==> config.mk <==
export PLATFORM = sky130hd
export DESIGN_NAME = ssd_scan_driver
export DESIGN_NICKNAME = d
export VERILOG_FILES = /design/src/rtl/ssd_pkg.sv /design/src/rtl/ssd_glyph_rom.sv /design/src/rtl/ssd_scan_driver.sv
export SDC_FILE = /design/constraint.sdc
export NUM_CORES = 1
export LEC_CHECK = 0
export CORE_MARGIN = 3
export CORE_UTILIZATION = 40
export DETAILED_ROUTE_END_ITERATION = 12
export PLACE_DENSITY = 0.7
export REMOVE_ABC_BUFFERS = 1
export SLEW_MARGIN = 0
export SYNTH_ARGS = -nofsm -noshare
export SYNTH_HDL_FRONTEND = slang
export SYNTH_HIERARCHICAL = 1
export SYNTH_SLANG_ARGS = --single-unit
==> constraint.sdc <==
create_clock -name clk -period 3.7 [get_ports clk]
set_input_delay 0.555 -clock clk [delete_from_list [all_inputs] [get_ports clk]]
set_output_delay 0.555 -clock clk [all_outputs]
set_load 0.1 [all_outputs]
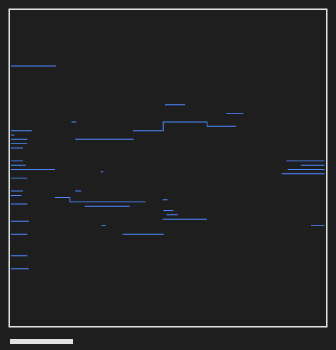
**Above:** run 1 (metal 3).
Scale bar: 20 um.
main direction = horizontal
share of all routed wire = 4.2%
longest straight run = 23.7 um
wire length on this layer = 285 um
nets with wire on the layer = 29
via count: 2563
final WL: 6.75 mm
Global Route met3 Usage: 3.93%

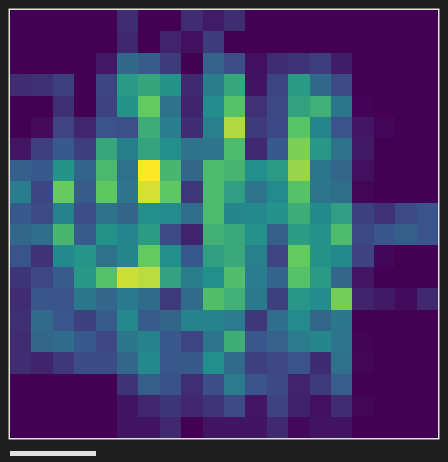
**Above:** run 1 (wiring heat map).
Scale bar: 20 um. The die is cut into 20 by 20 equal tiles; dark purple is low, yellow is high, scaled to the fullest tile. Values are wire area over tile area, all layers added.
fullest tile = 0.43
nearly empty tiles = 28%
tiles over half the peak = 16%
mean over tiles = 0.11
densest ninth of the die = centre
WL/cell: 13.5 um
total track usage: 14.2%

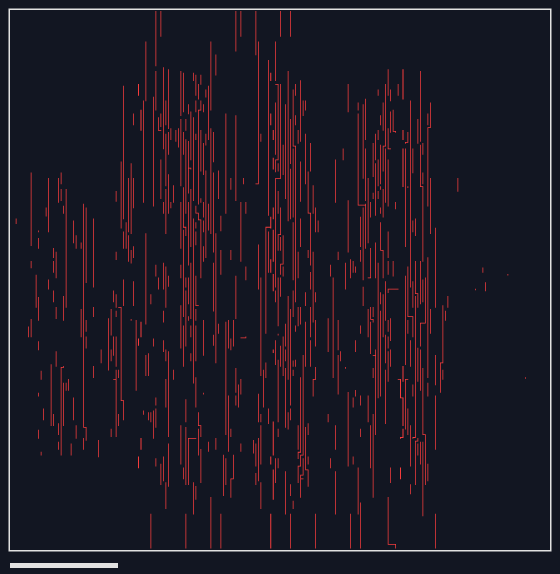
**Above:** run 1 (signal wires on met2).
Scale bar: 20 um.
share of all routed wire = 47%
wire length on this layer = 3210 um
main direction = vertical
grt met2 use: 23.2%

==> notes.md, run 1 <==
impl run done, here's what came out: clock buffer depth=2, clock-cell share of area=5.77%, registers=79, Yosys warnings=6, Plain + repair buffers=~47, pre-CTS setup slack=approximately 0.18 ns, hold slack=0.460 ns, Yosys top cell by instances=dfxtp_1, first-pass GRT wire length=11.3 mm, Crit. End Element=flop, PortBufs=39, LEAKAGE=1.82 nW, logic area=around 1800 um^2, mux frac, synth=18.4%, RSZ-0062 raised after global routing=no, switching share of power=20.1%, Stages on worst setup path=11, dominant kind of cell=multi-input combinational cells, ys cells=354, Late-Pin Clk Latency=0.34 ns, clock network power share=between 40% and 50%, Sequential Power Share=50.4%, worst slew pin tran=about 0.99 ns, clk_skew=slightly below 0.009 ns, Distinct lib cells used=slightly above 50, share of post-route cells with drive strength above 1=between 10% and 20%, M1 GR Usage=17.6%, Post-synth seq share=45.2%, simple share=17.2%, Cell Pwr Density=412 nW/um^2, DR DRC count=0, Top Metal Used=met4, reg-to-reg slack, setup=0.18 ns, sequential logic power=883 uW, Pint=around 1.4 mW, antenna violations before repair=0, post-cts gate resize count=0, CTS sink cnt=about 79, Final Critical Period=between 3 and 4 ns, GP Congestion=0.884, mapped cell area=3500 um^2, largest net degree at the start of global routing=between 50 and 60, fin area=between 4000 and 5000 um^2, Seq/total area=37.2%, pins over their slew limit=0, worst-path cell chain=or4_4 > or4_4 > o21ai_1 > buf_4 > mux2i_1 > mux2_4 > inv_1 > ha_1 > inv_1 > mux4_2 > o22a_2, FFs w/ async S/R, synth=0%, Post-Synth Adder-Cell Area=3.22%, multi-input combinational area share=42.4%, Die Height=99.6 um, CTS H-tree lvls=3, gr ovfl total=0, FP Core Util=42.0%, Gate power share=5.2%, status=completed, CTS Hold Buffers Added=0, I/O pin count=40, Post-Route M1 WL=3.15 mm, number of setup buffers added after CTS=0, Comb gates=247, slowest stage cell, crit path=or4_4, total tool warning count=31, Well Taps=105, Area Growth Syn to Fin=21.4%, Worst Reg-to-Reg Cells=11, Core ar.=roughly 8300 um^2, Num CTS Buffers=9, Final Hold Fails=0, Die Area=9910 um^2, Worst-path clk slew=~0.080 ns, Max power group=sequential cells, Setup WS post-layout=approximately 0.18 ns, final std cells w/o fill=501, fillers=768, CTS tree=done, metal3 WL=roughly 290 um, Slew HR=33.5%, Top Layout Cells=dfxtp_1 (79), nor2_1 (64), mux2i_1 (52), Arr. time, crit path=~3.8 ns, vias per cell=between 5 and 6, register area=around 1600 um^2, syn_area_per_cell=9.89 um^2, FMAX=~0.28 GHz, highest net fanout along the worst path=8, CLK BUF=12, Final Cycle Share=95.0%, clk pwr=778 uW, CP startpoint kind=flop, DR pass1 iterations=4, #FFs+latches synth=79, num rows=33, vias in the first global route=2480, synth cell count leaders=dfxtp_1 (79), nor2_1 (64), mux2i_1 (52), area leader, netlist=dfxtp_1, yosys stat area=3500 um^2, hold-critical path depth=2, Buffers & Inverters on Critical Path=3, initial DRC count=124, Setup Crit Path Kind=reg -> reg, Die W=99.6 um, root buffer cell=clkbuf_8, Top area cell types=dfxtp_1 (45%), mux2i_1 (15%), nor2_1 (6.9%), setup violators final=0, Cells after Synth=about 350, Non-clk invs=8, number of synthesized flops with an enable pin=0, Power Combinational=90.7 uW, routed length on met2=3.21 mm, Non-clock buffering overhead=10.8%, Final #Nets=428, setup TNS=0 ns, Hold Path Class=reg -> reg, hpwl dp=around 4.7 mm, Worst Path Required=around 3.9 ns, Net Sw Power=352 uW, ANT nets after route=0, AO/OA Area Share=under 10%, # diodes=0, max incr delay on CP=0.61 ns, CP top delay family=simple AND/OR/NAND/NOR gates, most crowded layer after global routing=met2, Core Util, Final=about half, Synth top area share=between 40 and 50%, placed cell count=486, Cell Area, Placed=4000 um^2, maxcap violations=0, most common logic cell in the routed design=dfxtp_1
==> inputs of run 2 (changes only) <==
Settings changed: SETUP_SLACK_MARGIN set to 0.4, SYNTH_HIERARCHICAL 1 to unset.
Clock period 3.7 ns to 2.95 ns, I/O delays scaled along.
==> notes.md, run 2 <==
impl run done, here's what came out: max incr delay on CP=0.50 ns (-0.11 ns), GP Congestion=0.898 (+1.5%), hold-critical path depth=1 (-1), Slew HR=51.5% (+18 points), Sequential Power Share=53.2% (+2.8 points), CTS H-tree lvls=3 (unchanged), yosys stat area=3790 um^2 (+8.1%), vias in the first global route=2989 (+21%), Post-Route M1 WL=3.91 mm (+24%), final WL=8.36 mm (+24%), Core ar.=8980 um^2 (+7.6%), Yosys top cell by instances=dfxtp_1, I/O pin count=40 (unchanged), status=completed, Setup WS post-layout=0.470 ns (+0.286 ns), CTS tree=done, dominant kind of cell=multi-input combinational cells, Die Area=10700 um^2 (+7.7%), DR pass1 iterations=4 (unchanged), Buffers & Inverters on Critical Path=1 (-2), synth cell count leaders=dfxtp_1 (79), nand2_1 (60), nor2_1 (57), sequential logic power=1.11 mW (+26%), gr ovfl total=0 (unchanged), Cell Pwr Density=444 nW/um^2 (+7.7%), switching share of power=23.2% (+3.1 points), share of post-route cells with drive strength above 1=20.1% (+9.3 points), fin area=4700 um^2 (+11%), RSZ-0062 raised after global routing=no, Worst-path clk slew=0.08 ns (about the same), Top area cell types=dfxtp_1 (42%), mux2i_1 (9.5%), nand2_1 (5.9%), mux frac, synth=15.8% (-2.6 points), DR DRC count=0 (unchanged), Final Critical Period=2.48 ns (-1.04 ns), total tool warning count=30 (-3.2%), Pint=1.60 mW (+14%), CP startpoint kind=flop, largest net degree at the start of global routing=37 (-33%), FFs w/ async S/R, synth=0% (unchanged), M1 GR Usage=21.1% (+3.5 points), total track usage=16.4% (+2.3 points), initial DRC count=184 (+48%), Stages on worst setup path=9 (-2), PortBufs=39 (unchanged), # diodes=0 (unchanged), vias per cell=5.08 (-0.65%), Post-synth seq share=41.8% (-3.4 points), LEAKAGE=1.80 nW (-0.95%), pins over their slew limit=0 (unchanged), first-pass GRT wire length=13.9 mm (+23%), slowest stage cell, crit path=mux4_2, Distinct lib cells used=47 (-7.8%), simple share=20.9% (+3.8 points), hpwl dp=5.73 mm (+23%), root buffer cell=clkbuf_8, most common logic cell in the routed design=dfxtp_1, AO/OA Area Share=11.6% (+2.6 points), Crit. End Element=flop, Arr. time, crit path=2.71 ns (-1.05 ns), Final Cycle Share=84.1% (-11 points), clock buffer depth=2 (unchanged), Hold Path Class=reg -> reg, Power Combinational=130 uW (+43%), WL/cell=14.1 um (+4.6%), Final Hold Fails=0 (unchanged), number of setup buffers added after CTS=3 (+3), Worst Reg-to-Reg Cells=9 (-2), Synth top area share=41.8% (-3.4 points), Comb gates=305 (+23%), Well Taps=126 (+20%), Yosys warnings=0 (-6), maxcap violations=0 (unchanged), Cells after Synth=415 (+17%), Die Height=103 um (+3.8%), clock-cell share of area=4.58% (-1.2 points), Core Util, Final=52.3% (+1.4 points), Setup Crit Path Kind=reg -> reg, setup TNS=0 ns (unchanged), reg-to-reg slack, setup=0.47 ns (+0.29 ns), CTS Hold Buffers Added=0 (unchanged), register area=1590 um^2 (+0.24%), placed cell count=569 (+17%), Net Sw Power=483 uW (+37%), routed length on met2=4.02 mm (+25%), #FFs+latches synth=79 (unchanged), area leader, netlist=dfxtp_1, clock network power share=40.5% (-3.9 points), multi-input combinational area share=46.5% (+4.0 points), final std cells w/o fill=593 (+18%), Num CTS Buffers=9 (unchanged), syn_area_per_cell=9.12 um^2 (-7.7%), Max power group=sequential cells, Post-Synth Adder-Cell Area=2.64% (-0.57 points), pre-CTS setup slack=0.229 ns (+0.0482 ns), antenna violations before repair=0 (unchanged), ANT nets after route=0 (unchanged), ys cells=415 (+17%), fillers=818 (+6.5%), Top Metal Used=met4, post-cts gate resize count=8 (+8), Top Layout Cells=dfxtp_1 (76), nand2_1 (60), nor2_1 (57), CP top delay family=multiplexers, Die W=103 um (+3.8%)
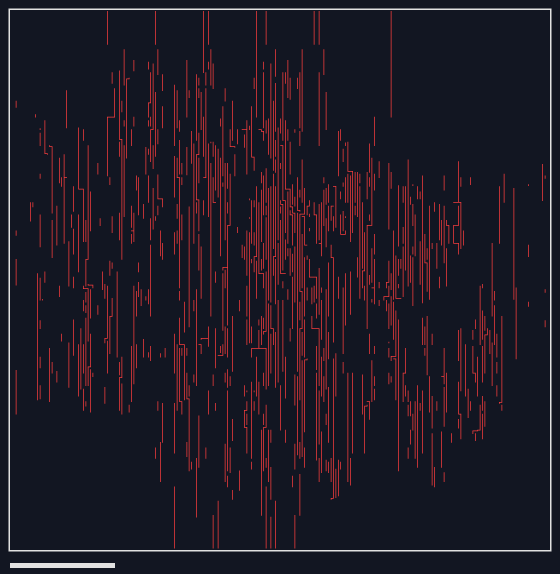
**Above:** run 2 (signal wires on met2).
Scale bar: 20 um.
longest straight run = 30.3 um
main direction = vertical
share of all routed wire = 48%
via count: 3014
grt met2 use: 26.6%

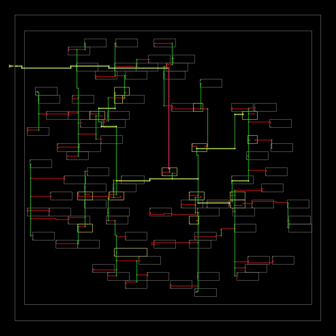
**Above:** run 2 (the clock network).
CLK BUF: 11
registers: 79
clk pwr: 845 uW
Late-Pin Clk Latency: 0.34 ns
clk_skew: 0.00945 ns

Power and IR drop assume default switching activity.
